$ cat src/rtl/clk_enable_gen.sv
// Fractional-accumulator clock-enable generator: T, M and per-channel power-of-two enables with speed switching and halt.
// Optional legacy half-rate toggle output on clk_toggle_o when CLK_ENABLE_GEN_TOGGLE_OUT_EN is defined.
`timescale 1ns/1ps
module clk_enable_gen #(
  parameter int              ACC_W   = 32,
  parameter logic [ACC_W-1:0] INC    = 180143985,
  parameter int              CNT_W   = 16,
  parameter int              NUM_CH  = 4,
  parameter int              SHIFT_W = 4
) (
  input  logic                      clk,
  input  logic                      rst,
  input  logic                      halt_i,
  input  logic                      speed_req_i,
  input  logic                      cnt_clr_i,
  input  logic [NUM_CH*SHIFT_W-1:0] ch_shift_i,
  output logic                      t_tick_o,
  output logic                      m_tick_o,
  output logic [NUM_CH-1:0]         ch_tick_o,
  output logic [CNT_W-1:0]          t_count_o,
  output logic                      speed_o,
  output logic                      speed_ack_o
`ifdef CLK_ENABLE_GEN_TOGGLE_OUT_EN
  ,
  output logic                      clk_toggle_o
`endif
);

  typedef enum logic {IDLE, PEND} state_t;

  state_t             state_reg, state_next;
  logic [ACC_W-1:0]   acc_reg;
  logic [ACC_W-1:0]   inc_sel;
  logic [ACC_W-1:0]   acc_sum;
  logic               carry;
  logic               t_evt, m_evt, switch_now;
  logic [1:0]         m_phase_reg;
  logic [CNT_W-1:0]   t_count_reg;
  logic               t_tick_reg, m_tick_reg, speed_reg, speed_ack_reg;
  logic [NUM_CH-1:0]  ch_tick_reg;
  logic [NUM_CH-1:0]  ch_hit;

  assign inc_sel          = speed_reg ? {INC[ACC_W-2:0], 1'b0} : INC;
  assign {carry, acc_sum} = {1'b0, acc_reg} + {1'b0, inc_sel};
  assign t_evt            = !halt_i && carry;
  assign m_evt            = t_evt && (m_phase_reg == 2'd3);

  // A channel hits when the low s bits of the count before this tick are all ones.
  generate
    for (genvar gi = 0; gi < NUM_CH; gi++) begin : gen_ch
      logic [SHIFT_W-1:0] s_raw;
      logic [31:0]        s_eff;
      logic [CNT_W-1:0]   mask;
      assign s_raw      = ch_shift_i[gi*SHIFT_W +: SHIFT_W];
      assign s_eff      = (int'(s_raw) >= CNT_W) ? 32'(CNT_W) : 32'(s_raw);
      assign mask       = ~({CNT_W{1'b1}} << s_eff);
      assign ch_hit[gi] = ((t_count_reg & mask) == mask);
    end
  endgenerate

  always_comb begin
    state_next = state_reg;
    switch_now = 1'b0;
    case (state_reg)
      IDLE: if (speed_req_i) state_next = PEND;
      PEND: if (m_evt) begin
        state_next = IDLE;
        switch_now = 1'b1;
      end
      default: state_next = IDLE;
    endcase
  end

  always_ff @(posedge clk or posedge rst) begin
    if (rst) begin
      state_reg     <= IDLE;
      acc_reg       <= '0;
      m_phase_reg   <= '0;
      t_count_reg   <= '0;
      t_tick_reg    <= 1'b0;
      m_tick_reg    <= 1'b0;
      ch_tick_reg   <= '0;
      speed_reg     <= 1'b0;
      speed_ack_reg <= 1'b0;
    end else begin
      state_reg     <= state_next;
      t_tick_reg    <= t_evt;
      m_tick_reg    <= m_evt;
      speed_ack_reg <= switch_now;
      // A coincident count clear suppresses every channel enable.
      ch_tick_reg   <= (t_evt && !cnt_clr_i) ? ch_hit : '0;
      if (switch_now) speed_reg <= ~speed_reg;
      if (!halt_i) acc_reg <= acc_sum;
      if (t_evt) m_phase_reg <= m_phase_reg + 2'd1;
      if (cnt_clr_i) t_count_reg <= '0;
      else if (t_evt) t_count_reg <= t_count_reg + 1'b1;
    end
  end

  assign t_tick_o    = t_tick_reg;
  assign m_tick_o    = m_tick_reg;
  assign ch_tick_o   = ch_tick_reg;
  assign t_count_o   = t_count_reg;
  assign speed_o     = speed_reg;
  assign speed_ack_o = speed_ack_reg;

`ifdef CLK_ENABLE_GEN_TOGGLE_OUT_EN
  logic toggle_reg;

  always_ff @(posedge clk or posedge rst) begin
    if (rst) toggle_reg <= 1'b0;
    else if (t_evt) toggle_reg <= ~toggle_reg;
  end

  assign clk_toggle_o = toggle_reg;
`endif

endmodule

$ cat config.mk
export PLATFORM = sky130hd
export DESIGN_NAME = clk_enable_gen
export DESIGN_NICKNAME = d
export VERILOG_FILES = /design/src/rtl/clk_enable_gen.sv
export SDC_FILE = /design/constraint.sdc
export NUM_CORES = 1
export LEC_CHECK = 0
export CAP_MARGIN = 20
export CORE_UTILIZATION = 45
export CTS_CLUSTER_SIZE = 28
export DETAILED_ROUTE_END_ITERATION = 16
export GPL_ROUTABILITY_DRIVEN = 0
export GPL_TIMING_DRIVEN = 0
export PLACE_DENSITY = 0.69
export SLEW_MARGIN = 30
export SYNTH_ARGS = -nofsm -noshare
export SYNTH_HDL_FRONTEND = slang
export SYNTH_SLANG_ARGS = --single-unit
$ cat constraint.sdc
create_clock -name clk -period 2.7 [get_ports clk]
set_input_delay 0.675 -clock clk [delete_from_list [all_inputs] [get_ports clk]]
set_output_delay 0.675 -clock clk [all_outputs]
set_load 0.05 [all_outputs]
### Cell placement

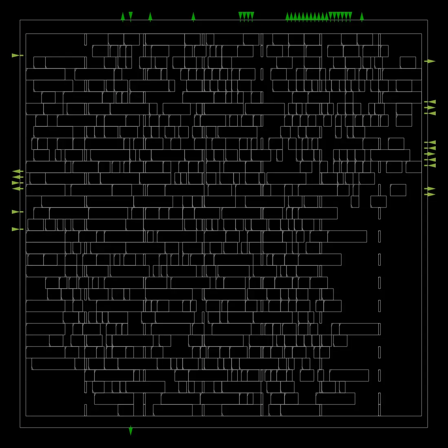
number of fillers in the final layout: 687
number of sequential cells in the layout: 59
Seq/total area: 27.1%
number of standard-cell rows in the floorplan: 33
number of tapcells: 105

### Routed clock nets over the placement

Bar = 20 um.
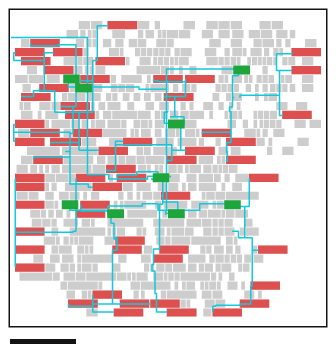
Key: cyan = clock wires [length 957 um]; red = flip-flops [count 59]; green = clock-net drivers [count 9]
Position of the flops: all over the die.
insertion delay at the late pin of the worst-skew pair: 0.36 ns
worst clock skew on the final layout: 0.0127 ns
power drawn by the clock network: 1.04 mW
clock power share: 19.3%

### Layout detail

Window x 28 to 68, y 9 to 49 um. Cells in grey, sequential cells in the stronger grey; small squares are vias.
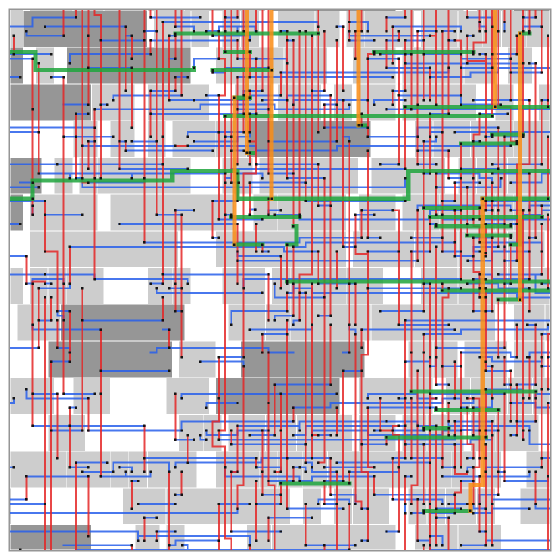
Key: blue = M1; green = M3; red = M2; orange = M4
Netlist names of flops here include `acc_reg` (9). 140 logic cells have their middle in the window. Most frequent: buf_4 (14), nand2_1 (13), nor2_1 (12). Sequential cells in the window: 9.

==> results_tabular.tex <==
% Implementation results table
\begin{tabular}{lr}
\hline
Metric & Value \\
\hline
\multicolumn{2}{l}{\textbf{Critical path}} \\
Depth of the worst register-to-register path & 10 \\
CP bufs+invs & 3 \\
Endpoint class of the critical path & flip-flop \\
Data arrival at the endpoint of the critical path & around 3.1 ns \\
Start point of the critical path & speed\_o\$\_DFFE\_PP0P\_ \\
Largest fanout on the critical path & 8 \\
End point of the critical path & t\_count\_o[15]\$\_DFFE\_PP0P\_ \\
Category of the worst setup path launch point & flip-flop \\
Worst path cell trace & buf\_6, buf\_4, ha\_4, nand4b\_1, or3\_4, o2111ai\_4, buf\_12, nand4\_4, or4\_4, a21oi\_2 \\
Type of the worst setup path & flip-flop to flip-flop \\
Startpoint of the worst-slack reg-to-reg timing path & speed\_o\$\_DFFE\_PP0P\_ \\
Req. time, crit path & approximately 3 ns \\
Register-to-register setup slack & -0.15 ns \\
\multicolumn{2}{l}{\textbf{CTS}} \\
CTS Root Cell & sky130\_fd\_sc\_hd\_\_clkbuf\_8 \\
Setup Buffers After CTS & 21 \\
Count of clock tree sinks & roughly 60 \\
CTS tree & built \\
Worst-case clock buffer depth & 2 \\
\multicolumn{2}{l}{\textbf{Logic synthesis}} \\
Count of library flops with an enable pin & 0 \\
Area leader share & between 30\% and 40\% \\
Seq cells post-synth & just under 60 \\
Average cell area after synthesis & 8.72 um\^{}2 \\
Top cell types by occurrence after synthesis & 59 x sky130\_fd\_sc\_hd\_\_dfrtp\_1, 50 x sky130\_fd\_sc\_hd\_\_o21ai\_0, 42 x sky130\_fd\_sc\_hd\_\_nand2\_1 \\
Sequential share of the synthesized area & about 37\% \\
Chip area line of the yosys report & approximately 4000 um\^{}2 \\
FFs w/ async S/R, synth & 100\% \\
Gate count of the mapped netlist & 453 \\
Most used flip-flop cell & sky130\_fd\_sc\_hd\_\_dfrtp\_1 \\
Cell type contributing the most total cell area after synthesis & sky130\_fd\_sc\_hd\_\_dfrtp\_1 \\
Most frequent cell after synthesis & sky130\_fd\_sc\_hd\_\_dfrtp\_1 \\
Main area contributors & sky130\_fd\_sc\_hd\_\_dfrtp\_1 37\%, sky130\_fd\_sc\_hd\_\_o21ai\_0 6.3\%, sky130\_fd\_sc\_hd\_\_ha\_1 5.7\%, sky130\_fd\_sc\_hd\_\_a21oi\_1 4.3\%, sky130\_fd\_sc\_hd\_\_nand2\_1 4.0\% \\
Yosys warning tally & 0 \\
\multicolumn{2}{l}{\textbf{Cells and area}} \\
Share of the core filled with cells & 65.3\% \\
Area share of buffers outside the clock network & between 10\% and 20\% \\
Multi-input gates & 362 \\
Inverter tally of the final layout excluding the clock network & 18 \\
Area delta synth->final & 37.8\% \\
Clock buffer and inverter area fraction after layout & 4.55\% \\
Total area of multi-input combinational cells & between 2000 and 3000 um\^{}2 \\
Number of flip-flops in the largest register & 32 \\
Multi-input logic portion of the cell area & between 40 and 50\% \\
Final standard cell count with taps included and fillers excluded & 653 \\
CLK BUF & 9 \\
\multicolumn{2}{l}{\textbf{Global routing}} \\
Remaining global-route overflow & 0 \\
Total global routing track utilization & 25.3\% \\
Pin count of the biggest net entering global routing & 49 \\
\multicolumn{2}{l}{\textbf{Detailed routing}} \\
Vias post-DR & about 3.9k \\
Total length of routed wires & roughly 12000 um \\
Total iterations of the first detailed-routing run & 5 \\
DRC Markers & 0 \\
Post-route antenna net violation count & 0 \\
Number of vias per cell after detailed routing & between 6 and 7 \\
\multicolumn{2}{l}{\textbf{Timing}} \\
Unrepaired setup endpoints after global routing & true \\
Setup violations, final & 14 \\
Actual transition at the worst max-transition pin & between 0.6 and 0.7 ns \\
Max-Slew Margin vs Limit & between 50\% and 60\% \\
Minimum clock period after layout & roughly 2.9 ns \\
Fmax & 351 MHz \\
Hold Fails Final Rpt & 0 \\
Post-route clock period utilization & 106\% \\
Worst hold slack after final layout & $\sim$0.46 ns \\
Final worst-path setup slack & -0.150 ns \\
\multicolumn{2}{l}{\textbf{Run}} \\
Number of logged tool warnings & 29 \\
Max-capacitance violation count & 0 \\
\multicolumn{2}{l}{\textbf{Place}} \\
Count of port buffers added during placement & between 40 and 50 \\
Area of placed instances & approximately 4600 um\^{}2 \\
Number of instances in the placed design & 602 \\
Pre-CTS setup slack & -0.557 ns \\
\multicolumn{2}{l}{\textbf{Min path}} \\
HP Start & acc\_reg[30]\$\_DFFE\_PP0N\_ \\
Worst hold path depth & 1 \\
Hold-critical path endpoint & acc\_reg[30]\$\_DFFE\_PP0N\_ \\
\multicolumn{2}{l}{\textbf{Outcome}} \\
Outcome & finished, violations left \\
Violated checks & negative setup slack \\
\multicolumn{2}{l}{\textbf{Floorplan}} \\
Core Box Area & around 8300 um\^{}2 \\
Die span in x & approximately 96 um \\
Die outline area & roughly 9200 um\^{}2 \\
\multicolumn{2}{l}{\textbf{Power and ir drop}} \\
Overall power consumption & between 5 and 6 mW \\
\hline
\end{tabular}
power by group:
part / total, mW / switching, mW / internal [mW]
registers: 1.41 / 0.259 / 1.15
clock network: 1.04 / 0.417 / 0.621
logic: 2.94 / 1.53 / 1.42
total: 5.39 / 2.20 / 3.19
cells in the final DEF, fill, tap and decap left out, types with 5 or more instances in the layout:
cell type / count
sky130_fd_sc_hd__clkbuf_1: 7
sky130_fd_sc_hd__nor3_1: 17
sky130_fd_sc_hd__xor2_1: 18
sky130_fd_sc_hd__a21oi_1: 29
sky130_fd_sc_hd__dfrtp_1: 58
sky130_fd_sc_hd__ha_4: 9
sky130_fd_sc_hd__nand3_1: 10
sky130_fd_sc_hd__xnor2_1: 15
sky130_fd_sc_hd__inv_1: 14
sky130_fd_sc_hd__nand4_1: 9
sky130_fd_sc_hd__nand2_1: 41
sky130_fd_sc_hd__nor2_1: 38
sky130_fd_sc_hd__buf_4: 32
sky130_fd_sc_hd__o21ai_0: 45
sky130_fd_sc_hd__nand2b_1: 5
sky130_fd_sc_hd__and3_1: 7
sky130_fd_sc_hd__ha_1: 8
sky130_fd_sc_hd__o21a_1: 5
sky130_fd_sc_hd__clkdlybuf4s50_1: 43
sky130_fd_sc_hd__clkbuf_8: 9
cell families after synthesis:
logic type	share of synthesized area [%]
xor gates and xnor gates	7.76
DFF	37.4
adders and majority gates	6.21
and+or+nand+nor	22.2
buffers and inverters	3.45
muxes	1.39
AOI/OAI and AO/OA	21.6
metal layers:
| metal | GRT usage [%] | wire length (um) | vias to the layer above |
|---|---|---|---|
| met5 | 0 | 0 | - |
| met4 | 10.1 | 198 | 0 |
| met3 | 5.45 | 626 | 21 |
| met2 | 39.5 | 5600 | 138 |
| met1 | 34.2 | 5160 | 1909 |
| li1 | - | - | 1851 |
Power is estimated from default activity; no workload was simulated.
